--- src/rtl/bnn_argmax_head.sv ---
// Binarized-network output head: captures a hidden-layer activation vector, scores K
// classes one per cycle by XNOR-popcount and reports the arg-max class and its score.
module bnn_argmax_head #(
    parameter int unsigned M = 4,
    parameter int unsigned K = 4,
    parameter logic [K*M-1:0] W = '0,
    localparam int unsigned SW = $clog2(M + 1),
    localparam int unsigned CW = (K > 1) ? $clog2(K) : 1
) (
    input  logic          clk,
    input  logic          rst,
    input  logic          in_valid,
    input  logic [M-1:0]  in_bits,
    output logic          in_ready,
    output logic          busy,
    output logic [CW-1:0] class_out,
    output logic [SW-1:0] score_out,
    output logic          out_valid,
    output logic          overrun
);

    localparam int unsigned NW = 2 ** CW;

    localparam logic [1:0] IDLE  = 2'd0;
    localparam logic [1:0] SCORE = 2'd1;
    localparam logic [1:0] DONE  = 2'd2;

    logic [1:0]    state_q, state_d;
    logic          prev_valid_q, prev_valid_d;
    logic [M-1:0]  x_q, x_d;
    logic [CW-1:0] k_q, k_d;
    logic [SW-1:0] best_score_q, best_score_d;
    logic [CW-1:0] best_idx_q, best_idx_d;
    logic [CW-1:0] class_q, class_d;
    logic [SW-1:0] score_q, score_d;
    logic          out_valid_q, out_valid_d;
    logic          overrun_q, overrun_d;
    logic          in_ready_q, in_ready_d;
    logic          busy_q, busy_d;

    logic          capture;
    logic [M-1:0]  w_arr [NW];
    logic [M-1:0]  xnor_bits;
    logic [SW-1:0] score_c;

    // Weight table padded to a power of two so the class counter indexes it directly
    for (genvar j = 0; j < int'(NW); j++) begin : g_w
        if (j < int'(K)) begin : g_used
            assign w_arr[j] = W[j*M +: M];
        end else begin : g_pad
            assign w_arr[j] = '0;
        end
    end

    assign capture   = in_valid & ~prev_valid_q;
    assign xnor_bits = ~(x_q ^ w_arr[k_q]);

    always_comb begin
        score_c = '0;
        for (int i = 0; i < int'(M); i++) begin
            score_c = score_c + SW'(xnor_bits[i]);
        end
    end

    always_comb begin
        state_d      = state_q;
        prev_valid_d = in_valid;
        x_d          = x_q;
        k_d          = k_q;
        best_score_d = best_score_q;
        best_idx_d   = best_idx_q;
        class_d      = class_q;
        score_d      = score_q;
        overrun_d    = overrun_q;

        case (state_q)
            IDLE: begin
                if (capture) begin
                    x_d          = in_bits;
                    k_d          = '0;
                    best_score_d = '0;
                    best_idx_d   = '0;
                    state_d      = SCORE;
                end
            end
            SCORE: begin
                // Strict greater-than keeps the lowest index on ties
                if (k_q == '0 || score_c > best_score_q) begin
                    best_score_d = score_c;
                    best_idx_d   = k_q;
                end
                if (k_q == CW'(K - 1)) begin
                    state_d = DONE;
                end else begin
                    k_d = k_q + CW'(1);
                end
                if (capture) overrun_d = 1'b1;
            end
            DONE: begin
                class_d = best_idx_q;
                score_d = best_score_q;
                state_d = IDLE;
                if (capture) overrun_d = 1'b1;
            end
            default: state_d = IDLE;
        endcase

        out_valid_d = (state_d == DONE);
        in_ready_d  = (state_d == IDLE);
        busy_d      = (state_d != IDLE);
    end

    always_ff @(posedge clk) begin
        if (!rst) begin
            state_q      <= IDLE;
            prev_valid_q <= 1'b0;
            x_q          <= '0;
            k_q          <= '0;
            best_score_q <= '0;
            best_idx_q   <= '0;
            class_q      <= '0;
            score_q      <= '0;
            out_valid_q  <= 1'b0;
            overrun_q    <= 1'b0;
            in_ready_q   <= 1'b0;
            busy_q       <= 1'b0;
        end else begin
            state_q      <= state_d;
            prev_valid_q <= prev_valid_d;
            x_q          <= x_d;
            k_q          <= k_d;
            best_score_q <= best_score_d;
            best_idx_q   <= best_idx_d;
            class_q      <= class_d;
            score_q      <= score_d;
            out_valid_q  <= out_valid_d;
            overrun_q    <= overrun_d;
            in_ready_q   <= in_ready_d;
            busy_q       <= busy_d;
        end
    end

    assign in_ready  = in_ready_q;
    assign busy      = busy_q;
    assign class_out = class_q;
    assign score_out = score_q;
    assign out_valid = out_valid_q;
    assign overrun   = overrun_q;

endmodule

--- config.mk ---
export PLATFORM = sky130hd
export DESIGN_NAME = bnn_argmax_head
export DESIGN_NICKNAME = d
export VERILOG_FILES = /design/src/rtl/bnn_argmax_head.sv
export SDC_FILE = /design/constraint.sdc
export NUM_CORES = 1
export LEC_CHECK = 0
export CAP_MARGIN = 20
export CORE_MARGIN = 2
export CORE_UTILIZATION = 47
export DETAILED_ROUTE_END_ITERATION = 12
export PLACE_DENSITY = 0.76
export SKIP_CTS_REPAIR_TIMING = 1
export SYNTH_ARGS = -nofsm -noshare
export SYNTH_HDL_FRONTEND = slang
export SYNTH_SLANG_ARGS = --single-unit
--- constraint.sdc ---
create_clock -name clk -period 2.4 [get_ports clk]
set_input_delay 0.48 -clock clk [delete_from_list [all_inputs] [get_ports clk]]
set_output_delay 0.48 -clock clk [all_outputs]
set_load 0.02 [all_outputs]
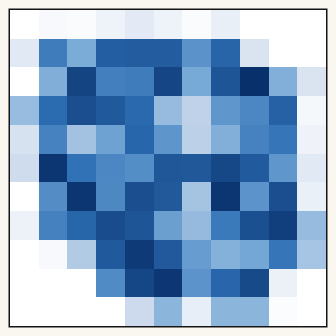
**Above:** run 1 (cell area per tile).
11 x 11 tiles, from white (low) to dark blue (high), 0 to 100% covered.
fullest tile: 100%
nearly empty tiles: 15%
tiles over 75% full: 30%
mean over tiles: 48%
emptiest ninth of the die: lower left
end-of-flow core utilization: 0.6127
core outline area: 2255 µm²
starting density of the core: 0.5033

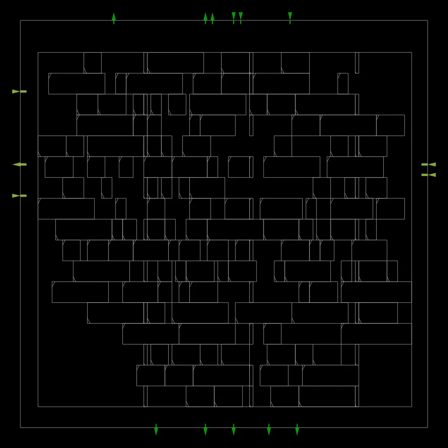
**Above:** run 1 (placed standard cells).
Flops: 23
non-filler cells, final: 161

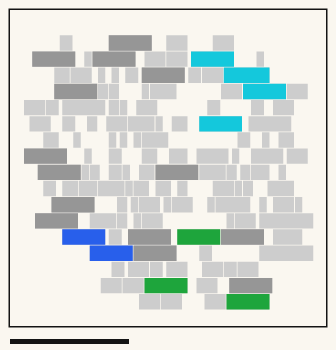
**Above:** run 1 (register map, names as in the netlist).
Scale bar: 20 µm.
legend:
  blue:
    name_in_the_netlist: `class_out`
    sequential_cells: 2
  green:
    name_in_the_netlist: `score_out`
    sequential_cells: 3
  cyan:
    name_in_the_netlist: `x_q`
    sequential_cells: 4
not colored: 14

[run 1: placed cells by master (no fill, tap or decap), drive strengths merged]
master         netlist  layout
mux2i               14      14
clkdlybuf4s50        0      15
a32oi                1       1
buf                  2       2
dfxtp               23      23
o21a                 2       2
nand2b               2       2
clkbuf               3       4
and2                 4       4
inv                 11      11
nand2                8       8
nor2b               12      12
nor3                 1       1
ha                  10      10
or2b                 1       1
a21oi                2       2
o2bb2ai              1       1
nor2                 6       6
nand3b               1       1
nand3                8       8
o21ai                2       2
a21boi               1       1
a211o                1       1
fa                   1       1
[run 1: where the power goes]
group	internal, µW	total, µW	switching (µW)
clock	64.5	166	102
sequential	396	404	8.44
combinational	94.3	184	89.3
total	555	754	199
[run 1: critical path: cells and delay by family, from the launching register on]
kind                     cells  cell delay [ps]
AND/OR/NAND/NOR              1              140
buffers and inverters        1               40
adder cells (fa/ha/maj)      4             1210
multiplexers                 1              220
flip-flops                   1              350
AND-OR/OR-AND                2              320
[run 1: sequential cells by signal, indices dropped and copies added (netlist names)]
name and cells:
state_q 2, out_valid 1, x_q 4, score_out 3, class_out 2, k_q 2, best_idx_q 2, prev_valid_q 1
busy 1, best_score_q 3, overrun 1, in_ready 1
[run 1: layer usage]
| layer | vias to the layer above | share of wire | track usage |
|---|---|---|---|
| li1 | 416 | - | - |
| met1 | 372 | 0.47 | 0.2032 |
| met2 | 7 | 0.50 | 0.2667 |
| met3 | 2 | 0.020 | 0.02542 |
| met4 | 0 | 0.0088 | 0.05128 |
| met5 | - | 0 | 0 |
[run 1: path summary, 6_finish.rpt]
kind                endpoint  slack [ps]  cells after the start
max reg2reg  best_score_q[1]          50                      9
min            best_idx_q[0]         480                      2
min reg2reg    best_idx_q[0]         480                      2
max          best_score_q[1]          50                      9
[run 1: cell type report]
class                           instances  area [µm²]
Tap cell                               28       35.03
Inverter                               11       41.29
Fill cell                             200       873.3
Multi-Input combinational cell         78       651.9
Timing Repair Buffer                   17       165.2
Sequential cell                        23       461.7
Clock buffer                            4       26.28
[run 1: logic make-up after synthesis]
logic type	count (synthesis)	share of synthesized area
compound gates	10	0.07717
mux	14	0.1235
flops	23	0.4057
fa+ha+maj	11	0.1279
buf+inv	16	0.05402
simple gates	43	0.2117
[run 1: metrics by stage]
step,utilization,setup slack (ps),instances,setup TNS (ps)
final,0.6127,48.93,161,0
after global routing,0.6127,-24.47,161,-24.47
after CTS,0.5916,-125.9,160,-595.7
after detailed placement,0.5799,-103.7,156,-492.3
after global placement,0.5799,8.080,156,0
after floorplan,-,45.20,117,0
==> summary.rpt, run 1 <==
OUTCOME
---------------------------------------------------------------------------------------
Status                                                                     finished clean

GRT
---------------------------------------------------------------------------------------
Wire length of the first global-routing pass                                   3.305 mm
Congestion Overflow GR                                                                0
Maximum number of pins on one net before global-route repair                         19

CRITICAL PATH
---------------------------------------------------------------------------------------
Kind of start point of the critical path                                      flip-flop
Worst EP required                                                               2620 ps
Critical-path maximum fanout                                                          5
Critical path's slowest cell                                               sky130_fd_sc_hd__fa_1
Largest incremental delay on the critical path                                   530 ps
Sequence of cells on the critical path                                     fa_1 -> inv_1 -> ha_2 -> ha_4 -> ha_4 -> nor2b_4 -> o21ai_2 -> a21oi_4 -> mux2i_1

DETAILED ROUTING
---------------------------------------------------------------------------------------
Total DRC errors in the routed layout                                                 0
Number of violations reported at the end of detailed-routing iteration 0              5
Wire length per cell after detailed routing                                    12.04 µm

FLOORPLANNING
---------------------------------------------------------------------------------------
Chip Area                                                                      2824 µm²
Floorplan row count                                                                  17

POWER AND IR DROP
---------------------------------------------------------------------------------------
Areal power density over the cells                                         545.8 nW/µm²
Power after layout                                                             754.0 µW
Static leakage                                                             0.0005366 µW

SYNTHESIS
---------------------------------------------------------------------------------------
Count of flip-flops with a built-in enable after synthesis                            0
Most used DFF post-synth                                                   sky130_fd_sc_hd__dfxtp_1
Share of the synthesized area in the top cell type                               0.4057
Mapped Area                                                                    1135 µm²
Cell type with the largest total area                                      sky130_fd_sc_hd__dfxtp_1
Proportion of synthesized chip area in sequential cells                          0.4057

FINAL TIMING
---------------------------------------------------------------------------------------
Total setup violations reported at the end of the flow                                0
Clock tree skew after final layout                                             7.208 ps
Final hold vios                                                                       0

PLACE
---------------------------------------------------------------------------------------
Port-buffer cells                                                                    15

CTS
---------------------------------------------------------------------------------------
CTS Buffer Depth                                                                      2
Clk_lat worst skew                                                               290 ps

## Run 2: what changed since run 1
SLEW_MARGIN = 15   (was not set)
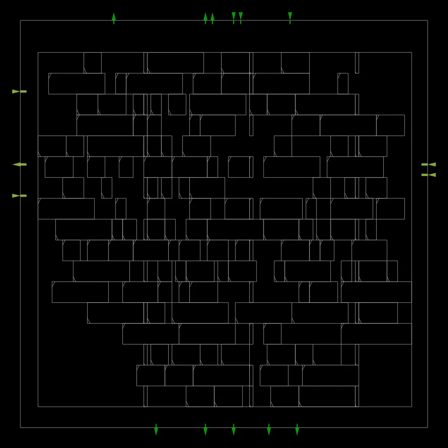
**Above:** run 2 (placed standard cells).
sequential portion of the cell area: 0.3342
Filler cells: 200
total number of tap cells: 28
floorplan row count: 17

==> run 2 against run 1 <==
Net effect: sequential cell count did not move; worst setup slack unchanged; synthesized area is the same; sequential share of layout area unchanged; final cell count unchanged; critical path type unchanged; highest routed layer unchanged.
==> summary.rpt, run 2 <==
OUTCOME
---------------------------------------------------------------------------------------
Status                                                                     finished clean

LAYOUT
---------------------------------------------------------------------------------------
End-of-flow core utilization                                                     0.6127   unchanged
Max reg flops                                                                         4   unchanged
Non-filler cells, final                                                             161   unchanged
Most common cell after layout, fill and taps aside                         sky130_fd_sc_hd__dfxtp_1
Most flop-heavy register                                                            x_q
Most used cells in the layout excluding fill and tap cells                 sky130_fd_sc_hd__dfxtp_1 (22), sky130_fd_sc_hd__clkdlybuf4s50_1 (15), sky130_fd_sc_hd__mux2i_1 (14)

FINAL TIMING
---------------------------------------------------------------------------------------
Clock tree skew after final layout                                             7.208 ps   unchanged
Total setup violations reported at the end of the flow                                0   unchanged

DETAILED ROUTING
---------------------------------------------------------------------------------------
Number of violations reported at the end of detailed-routing iteration 0              5   unchanged
Total DRC errors in the routed layout                                                 0   unchanged
Wire length per cell after detailed routing                                    12.04 µm   unchanged

CTS
---------------------------------------------------------------------------------------
CTS Buffer Depth                                                                      2   unchanged

CRITICAL PATH
---------------------------------------------------------------------------------------
Critical path's slowest cell                                               sky130_fd_sc_hd__fa_1
Largest incremental delay on the critical path                                   530 ps   about the same
Buf/Inv on CP                                                                         1   unchanged
Worst reg2reg path depth                                                              9   unchanged
Worst EP required                                                               2620 ps   about the same

POWER AND IR DROP
---------------------------------------------------------------------------------------
Power after layout                                                             754.0 µW   unchanged
Static leakage                                                             0.0005366 µW   unchanged
Areal power density over the cells                                         545.8 nW/µm²   unchanged

SYNTHESIS
---------------------------------------------------------------------------------------
Count of flip-flops with a built-in enable after synthesis                            0   unchanged
Proportion of synthesized chip area in sequential cells                          0.4057   unchanged
Mapped Area                                                                    1135 µm²   unchanged

FLOORPLANNING
---------------------------------------------------------------------------------------
Starting density of the core                                                     0.5033   unchanged
Chip Area                                                                      2824 µm²   unchanged
Core outline area                                                              2255 µm²   unchanged

GRT
---------------------------------------------------------------------------------------
Congestion Overflow GR                                                                0   unchanged
Maximum number of pins on one net before global-route repair                         19   unchanged

WORST HOLD PATH
---------------------------------------------------------------------------------------
Hold path depth                                                                       2   unchanged

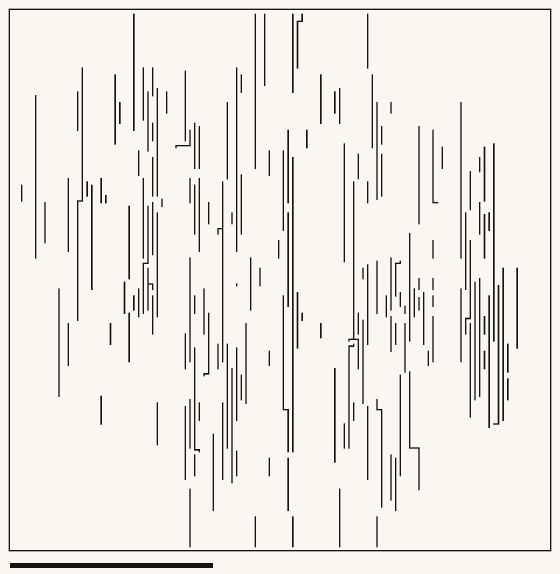
**Above:** run 2 (met2 routing).
Scale bar: 20 µm.
nets with wire on the layer: 125
longest straight run: 28.9 µm
main direction: vertical
share of all routed wire: 50%
wire length on this layer: 977 µm
Global Route met2 Usage: 0.2667
vias post-DR: 797
Final Routed Wirelength: 1.938 mm

==> run 2: cell counts in the layout (fill, tap and decap cells not counted) <==
No cell type changed its count.
==> run 2: final cells by class <==
type / instances / share of cell area
repair buffers: 17 / 0.1196
flip-flops and latches: 23 / 0.3342
multi-input cells: 78 / 0.4719
inverters: 11 / 0.02989
well taps: 28 / 0.02536
clock buffers: 4 / 0.01902
==> run 2: worst max path at each step <==
| stage | endpoint | depth (start not counted) | start |
|---|---|---|---|
| floorplan | best_idx_q[0] | 9 | x_q[0] |
| global placement | best_score_q[2] | 9 | x_q[0] |
| detailed placement | best_idx_q[1] | 9 | x_q[0] |
| CTS | best_score_q[2] | 9 | x_q[0] |
| global route | best_score_q[0] | 9 | x_q[0] |
| finish | best_score_q[1] | 9 | x_q[0] |
==> run 2: worst reg2reg max path, stage by stage (launching register included) <==
cell,delay (ps)
sky130_fd_sc_hd__dfxtp_2,350
sky130_fd_sc_hd__fa_1,530
sky130_fd_sc_hd__inv_1,40
sky130_fd_sc_hd__ha_2,180
sky130_fd_sc_hd__ha_4,230
sky130_fd_sc_hd__ha_4,270
sky130_fd_sc_hd__nor2b_4,140
sky130_fd_sc_hd__o21ai_2,70
sky130_fd_sc_hd__a21oi_4,250
sky130_fd_sc_hd__mux2i_1,220
==> run 2: kinds of logic after synthesis <==
family	count (synthesis)	synth area share
compound gates	10	0.07717
fa+ha+maj	11	0.1279
buf+inv	16	0.05402
flops	23	0.4057
mux	14	0.1235
simple gates	43	0.2117
==> run 2: power breakdown <==
part | switching [µW] | internal, µW | leakage (µW)
logic | 89.3 | 94.3 | 0.000334
clock network | 102 | 64.5 | 0.0000150
registers | 8.44 | 396 | 0.000188
total | 199 | 555 | 0.000537
==> run 2: per-stage QoR <==
step                setup TNS, ps  setup WS [ps]
floorplan                       0          45.20
global placement                0          8.080
detailed placement         -492.3         -103.7
CTS                        -595.7         -125.9
global route               -24.47         -24.47
finish                          0          48.93
==> run 2: routing by layer <==
metal	up-vias	track usage	wire length (µm)
li1	416	-	-
met1	372	0.2032	903
met2	7	0.2667	976
met3	2	0.02542	39
met4	0	0.05128	17
met5	-	0	0
Power is estimated from default activity; no workload was simulated.
